===== src/rtl/uart_pkg.sv =====
// uart_pkg: shared definitions for the UART transmit and receive paths.
// Parity mode codes, transmitter FSM encoding and the baud divider helper.
package uart_pkg;

    localparam logic [1:0] PAR_NONE = 2'b00;
    localparam logic [1:0] PAR_EVEN = 2'b01;
    localparam logic [1:0] PAR_ODD  = 2'b10;

    typedef enum logic [2:0] {
        IDLE,
        START,
        DATA,
        PARITY,
        STOP
    } tx_state_t;

    // Clocks per bit, rounded to nearest.
    function automatic int uart_div(input int clk_freq, input int baud);
        return (clk_freq + baud / 2) / baud;
    endfunction

endpackage


===== src/rtl/sync_fifo.sv =====
// sync_fifo: single-clock circular buffer with show-ahead read data.
// Writes when full and reads when empty are ignored.
module sync_fifo #(
    parameter int WIDTH = 8,
    parameter int DEPTH = 16
) (
    input  logic                     clk,
    input  logic                     rst_n,
    input  logic                     wr_en,
    input  logic [WIDTH-1:0]         wr_data,
    input  logic                     rd_en,
    output logic [WIDTH-1:0]         rd_data,
    output logic                     full,
    output logic                     empty,
    output logic [$clog2(DEPTH):0]   level
);

    localparam int AW = $clog2(DEPTH);

    logic [WIDTH-1:0] mem [DEPTH];
    logic [AW-1:0]    wr_ptr;
    logic [AW-1:0]    rd_ptr;
    logic [AW:0]      count;
    logic             do_wr;
    logic             do_rd;

    assign full    = (count == DEPTH[AW:0]);
    assign empty   = (count == '0);
    assign do_wr   = wr_en && !full;
    assign do_rd   = rd_en && !empty;
    assign rd_data = mem[rd_ptr];
    assign level   = count;

    // Pointer and occupancy bookkeeping.
    always_ff @(posedge clk or negedge rst_n) begin
        if (!rst_n) begin
            wr_ptr <= '0;
            rd_ptr <= '0;
            count  <= '0;
        end else begin
            if (do_wr) wr_ptr <= wr_ptr + 1'b1;
            if (do_rd) rd_ptr <= rd_ptr + 1'b1;
            unique case ({do_wr, do_rd})
                2'b10:   count <= count + 1'b1;
                2'b01:   count <= count - 1'b1;
                default: count <= count;
            endcase
        end
    end

    // Storage carries no reset; only occupied slots are ever read.
    always_ff @(posedge clk) begin
        if (do_wr) mem[wr_ptr] <= wr_data;
    end

endmodule


===== src/rtl/async_transmitter_param.sv =====
// async_transmitter_param: parametrised UART transmitter with parity/stop options.
// Define UART_TX_FIFO_EN for a FIFO_DEPTH-entry TX FIFO; otherwise one holding register.
module async_transmitter_param
    import uart_pkg::*;
#(
    parameter int CLK_FREQ   = 50_000_000,
    parameter int BAUD       = 19200,
    parameter int DATA_BITS  = 8,
    parameter int FIFO_DEPTH = 16
) (
    input  logic                          clk,
    input  logic                          rst_n,
    input  logic                          TxD_start,
    input  logic [DATA_BITS-1:0]          TxD_data,
    input  logic [1:0]                    parity_mode,
    input  logic                          stop2,
    output logic                          TxD_ready,
    output logic                          TxD,
    output logic                          TxD_busy,
    output logic [$clog2(FIFO_DEPTH):0]   fifo_level,
    output logic                          tx_overflow
);

    localparam int DIV = uart_div(CLK_FREQ, BAUD);
    localparam int CW  = $clog2(DIV + 1);
    localparam int LW  = $clog2(FIFO_DEPTH) + 1;

    logic                 wr;
    logic                 pop;
    logic                 buf_full;
    logic                 buf_empty;
    logic [DATA_BITS-1:0] buf_data;
    logic [LW-1:0]        buf_level;

    tx_state_t            state_q, state_d;
    logic [CW-1:0]        div_q, div_d;
    logic [2:0]           bit_q, bit_d;
    logic [DATA_BITS-1:0] sh_q, sh_d;
    logic                 par_en_q, par_en_d;
    logic                 par_q, par_d;
    logic                 stop2_q, stop2_d;
    logic                 txd_q, txd_d;
    logic                 tick;
    logic                 load;

    assign TxD_ready  = !buf_full;
    assign wr         = TxD_start && TxD_ready;
    assign tick       = (div_q == CW'(DIV - 1));
    assign TxD        = txd_q;
    assign TxD_busy   = (state_q != IDLE) || !buf_empty;
    assign fifo_level = buf_level;

`ifdef UART_TX_FIFO_EN
    sync_fifo #(
        .WIDTH (DATA_BITS),
        .DEPTH (FIFO_DEPTH)
    ) u_fifo (
        .clk     (clk),
        .rst_n   (rst_n),
        .wr_en   (wr),
        .wr_data (TxD_data),
        .rd_en   (pop),
        .rd_data (buf_data),
        .full    (buf_full),
        .empty   (buf_empty),
        .level   (buf_level)
    );
`else
    logic [DATA_BITS-1:0] hold_q;
    logic                 hold_v;

    // Single-entry holding register; write and pop never coincide.
    always_ff @(posedge clk or negedge rst_n) begin
        if (!rst_n) begin
            hold_q <= '0;
            hold_v <= 1'b0;
        end else if (wr) begin
            hold_q <= TxD_data;
            hold_v <= 1'b1;
        end else if (pop) begin
            hold_v <= 1'b0;
        end
    end

    assign buf_full  = hold_v;
    assign buf_empty = !hold_v;
    assign buf_data  = hold_q;
    assign buf_level = {{(LW-1){1'b0}}, hold_v};
`endif

    // Sticky flag for writes dropped against a full buffer.
    always_ff @(posedge clk or negedge rst_n) begin
        if (!rst_n) tx_overflow <= 1'b0;
        else if (TxD_start && !TxD_ready) tx_overflow <= 1'b1;
    end

    // Frame state and line register; reset forces the line idle at once.
    always_ff @(posedge clk or negedge rst_n) begin
        if (!rst_n) begin
            state_q  <= IDLE;
            div_q    <= '0;
            bit_q    <= '0;
            sh_q     <= '0;
            par_en_q <= 1'b0;
            par_q    <= 1'b0;
            stop2_q  <= 1'b0;
            txd_q    <= 1'b1;
        end else begin
            state_q  <= state_d;
            div_q    <= div_d;
            bit_q    <= bit_d;
            sh_q     <= sh_d;
            par_en_q <= par_en_d;
            par_q    <= par_d;
            stop2_q  <= stop2_d;
            txd_q    <= txd_d;
        end
    end

    // Next-state, next line value and frame option latch at pop.
    always_comb begin
        state_d  = state_q;
        div_d    = (state_q == IDLE || tick) ? '0 : div_q + 1'b1;
        bit_d    = bit_q;
        sh_d     = sh_q;
        par_en_d = par_en_q;
        par_d    = par_q;
        stop2_d  = stop2_q;
        txd_d    = txd_q;
        load     = 1'b0;
        pop      = 1'b0;
        unique case (state_q)
            IDLE: begin
                if (!buf_empty) load = 1'b1;
            end
            START: begin
                if (tick) begin
                    state_d = DATA;
                    txd_d   = sh_q[0];
                    sh_d    = sh_q >> 1;
                    bit_d   = '0;
                end
            end
            DATA: begin
                if (tick) begin
                    if (bit_q == 3'(DATA_BITS - 1)) begin
                        bit_d = '0;
                        if (par_en_q) begin
                            state_d = PARITY;
                            txd_d   = par_q;
                        end else begin
                            state_d = STOP;
                            txd_d   = 1'b1;
                        end
                    end else begin
                        bit_d = bit_q + 3'd1;
                        txd_d = sh_q[0];
                        sh_d  = sh_q >> 1;
                    end
                end
            end
            PARITY: begin
                if (tick) begin
                    state_d = STOP;
                    txd_d   = 1'b1;
                end
            end
            STOP: begin
                if (tick) begin
                    if (stop2_q && bit_q == 3'd0) begin
                        bit_d = 3'd1;
                    end else if (!buf_empty) begin
                        load = 1'b1;
                    end else begin
                        state_d = IDLE;
                        txd_d   = 1'b1;
                        bit_d   = '0;
                    end
                end
            end
            default: state_d = IDLE;
        endcase
        if (load) begin
            pop     = 1'b1;
            state_d = START;
            txd_d   = 1'b0;
            sh_d    = buf_data;
            bit_d   = '0;
            stop2_d = stop2;
            unique case (parity_mode)
                PAR_EVEN: begin
                    par_en_d = 1'b1;
                    par_d    = ^buf_data;
                end
                PAR_ODD: begin
                    par_en_d = 1'b1;
                    par_d    = ~^buf_data;
                end
                PAR_NONE: begin
                    par_en_d = 1'b0;
                    par_d    = 1'b0;
                end
                default: begin
                    par_en_d = 1'b0;
                    par_d    = 1'b0;
                end
            endcase
        end
    end

endmodule


===== config.mk =====
export PLATFORM = sky130hd
export DESIGN_NAME = async_transmitter_param
export DESIGN_NICKNAME = d
export VERILOG_FILES = /design/src/rtl/uart_pkg.sv /design/src/rtl/sync_fifo.sv /design/src/rtl/async_transmitter_param.sv
export SDC_FILE = /design/constraint.sdc
export NUM_CORES = 1
export LEC_CHECK = 0
export CORE_MARGIN = 3
export CORE_UTILIZATION = 49
export DETAILED_ROUTE_END_ITERATION = 16
export DONT_BUFFER_PORTS = 1
export PLACE_DENSITY_LB_ADDON = 0.05
export SLEW_MARGIN = 25
export SYNTH_ARGS = -nofsm -noshare
export SYNTH_HDL_FRONTEND = slang
export SYNTH_HIERARCHICAL = 1
export SYNTH_SLANG_ARGS = --single-unit

===== constraint.sdc =====
create_clock -name clk -period 6.1 [get_ports clk]
set_input_delay 0.61 -clock clk [delete_from_list [all_inputs] [get_ports clk]]
set_output_delay 0.61 -clock clk [all_outputs]
set_load 0.05 [all_outputs]

Fig. 1: placed standard cells
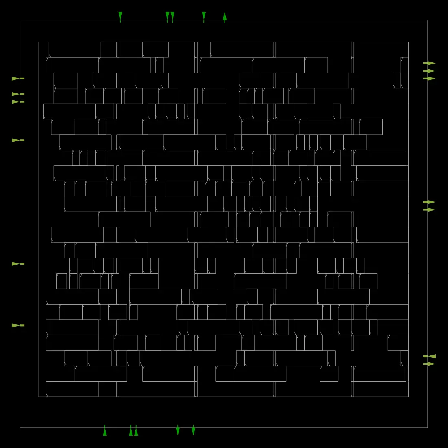
sequential cell count: 40
Core Rows: 23
final core utilization: 55.60%
Finished Layout Cells: 258

Fig. 2: wiring by layer
Drawn at 4 px/micron. Two of the layers only.
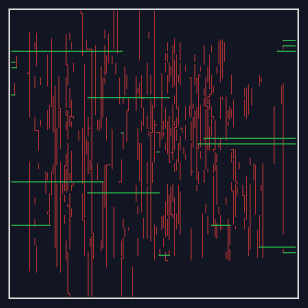
legend:
  red:
    layer: met2
    wire_length: 1940 microns
  green:
    layer: met3
    wire_length: 177 microns
final wirelength: 3.991 mm
wire per inst: 15.47 microns
routed vias: 1435
Tot GR Track Use: 17.24%

==> impl_metrics.tcl <==
# collected from the flow reports
set metrics [dict create \
    timing.rr.end "TxD$_DFFE_PN1P_" \
    critical_path_class "reg -> reg" \
    fp-utilization_pct 52.05 \
    drc 0 \
    synth_flops 40 \
    relSlewSlack_pct 52.55 \
    io_pins 23 \
    cts_tree "done" \
    ys_cells 206 \
    synth_area_sq_mm 0.002127 \
    areaGrowthSynthToFinish_pct 6.824 \
    crit_path_top_delay_cell "dfrtp_1" \
    seqPwrFrac_pct 41.6 \
    finClkSkew_ns 0.006392 \
    netlist_instances 206 \
    comb_power_share_pct 39.3 \
    finalCritPeriodShare_pct 44.84 \
    swShare_pct 38.48 \
    cts_made_buffers 5 \
    arrival_ns 2.96 \
    yosys.area.top_type "dfrtp_1" \
    p_per_area_mw_per_mm2 487.6 \
    die_width_microns 71.89 \
    routabilityCongestion 0.8035 \
    rr_startpoint "buf_full$_DFFE_PN0P_" \
    critPathRequiredTime_ns 6.32 \
    flop_cell "dfrtp_1" \
    place_inst 248 \
    drt_iter0_markers 82 \
    yosys-top-cells-count "39 x dfrtp_1, 23 x nand2_1, 16 x nor2_1" \
    finalSetupViolations 0 \
    via_per_inst 5.562 \
    ys_chip_area_sq_mm 0.002127 \
    yosysUniqueCellTypes 43 \
    fmax_mhz 365.6 \
    fin_tns_setup_ns 0 \
    path_cells "inv_1 > nand2_1 > o21ai_0 > or4_1 > o21ai_1" \
    warnings 28 \
    clock_power_share_pct 19.1 \
    min_period_ns 2.735 \
    cp_slowest_stage_delay_ns 0.80 \
    grt_max_degree 26 \
    grt_overflow 0 \
    diodes 0 \
    p_sw_mw 0.4263 \
    ys_warn_count 6 \
    clock_latency_ns 0.29 \
    place_ws_ns 3.360 \
    ys_seq_share_pct 47.12 \
    postCtsSetupRepairBufs 0 \
    rrSetupSlack_ns 3.36 \
    cp-end-kind "flop" \
    grt_first_pass_wirelength_mm 6.872 \
    first_pass_iters 4 \
    rsz0062_at_grt "no" \
    cts_buffer_depth 2 \
    p_leak_nw 1.061 \
    status "finished clean" \
    use_met2_pct 28.57 \
    drv_slew 0 \
    clk_pin_slew_ns 0.08 \
    die_height_microns 71.89 \
    use_met1_pct 21.81 \
    core_sq_mm 0.004086 \
    synth_top_cell_by_count "dfrtp_1" \
    antenna_found_initial 0 \
    avgSynthCellArea_sq_um 10.33 \
    port_buffers 0 \
    critPathLaunchType "flop" \
    die_area_sq_mm 0.005167 \
    tightest_slew_ns 0.7117 \
    clock-sinks 40 \
]
power by group through the flow:
stage / Clock [mW] / Combinational, mW / Sequential [mW]
floorplan: 0 / 0.403 / 0.419
global route: 0.228 / 0.494 / 0.477
CTS: 0.218 / 0.443 / 0.462
detailed placement: 0 / 0.431 / 0.467
global placement: 0 / 0.425 / 0.462
finish: 0.212 / 0.435 / 0.461
state kept, by name, indices dropped and copies added, names as in the netlist, 3 cells and up:
register and count:
bit_q 3, buf_data 8, div_q 12, sh_q 8, state_q 3
stage by stage:
step	util [%]	instance area, sq um
floorplan	-	2138
global placement	52.24	2135
detailed placement	52.24	2135
CTS	55.60	2272
global route	55.60	2272
finish	55.60	2272
layout by cell type, fill, tap and decap left out, types with 2 or more instances in the layout:
| master | n |
|---|---|
| a21oi_1 | 3 |
| and3_1 | 8 |
| clkbuf_8 | 5 |
| conb_1 | 4 |
| dfrtp_1 | 39 |
| ha_1 | 6 |
| inv_1 | 8 |
| mux2_2 | 11 |
| mux2i_1 | 10 |
| nand2_1 | 23 |
| nand2b_1 | 2 |
| nand3_1 | 3 |
| nor2_1 | 16 |
| nor2b_1 | 2 |
| nor3_1 | 4 |
| o211a_1 | 2 |
| o211ai_1 | 2 |
| o21ai_0 | 10 |
| o21ai_1 | 6 |
| o31a_1 | 2 |
| or4_1 | 2 |
| xnor2_1 | 13 |
| xor2_1 | 4 |
how the worst max path moves through the flow:
stage                         start               to  slack (ns)  depth (start not counted)
2_1_floorplan  buf_full$_DFFE_PN0P_  TxD$_DFFE_PN1P_        4.08                          5
3_3_place_gp   buf_full$_DFFE_PN0P_  TxD$_DFFE_PN1P_        3.40                          5
3_5_place_dp   buf_full$_DFFE_PN0P_  TxD$_DFFE_PN1P_        3.36                          5
4_1_cts        buf_full$_DFFE_PN0P_  TxD$_DFFE_PN1P_        3.34                          5
5_1_grt        buf_full$_DFFE_PN0P_  TxD$_DFFE_PN1P_        3.21                          5
6_report       buf_full$_DFFE_PN0P_  TxD$_DFFE_PN1P_        3.36                          5
cells by family after synthesis:
family                     Yosys count  share of synthesized area [%]
DFF                                 40                          47.12
xor gates and xnor gates            17                          7.000
adders and majority gates            6                          3.529
and+or+nand+nor                     68                          15.88
AOI/OAI and AO/OA                   33                          10.71
muxes                               22                          11.06
other                                1                         0.1763
buffers and inverters               19                          4.529
critical path: cells and delay by family (launching register included):
family          cells  cell delay [ns]
simple gates        2             1.06
flops               1             0.80
compound gates      2             0.34
buf+inv             1             0.46
routing by layer:
layer  routed length [microns]  share of wire [%]
met4                        59                1.5
met1                      1814                 45
met5                         0                  0
met2                      1940                 49
met3                       177                4.4
repair_timing:
item,CTS,global route
gates resized,0,0
hold buffers,2,0
hold endpoints to repair,25,0
layout make-up:
cell class / count / area [sq um]
fillers: 375 / 1814
multi-input cells: 150 / 1040
flip-flops and latches: 40 / 1002
clock buffers: 6 / 72.57
well taps: 50 / 62.56
clock inverters: 2 / 35.03
repair buffers: 2 / 30.03
inverters: 8 / 30.03
Power and IR drop assume default switching activity.
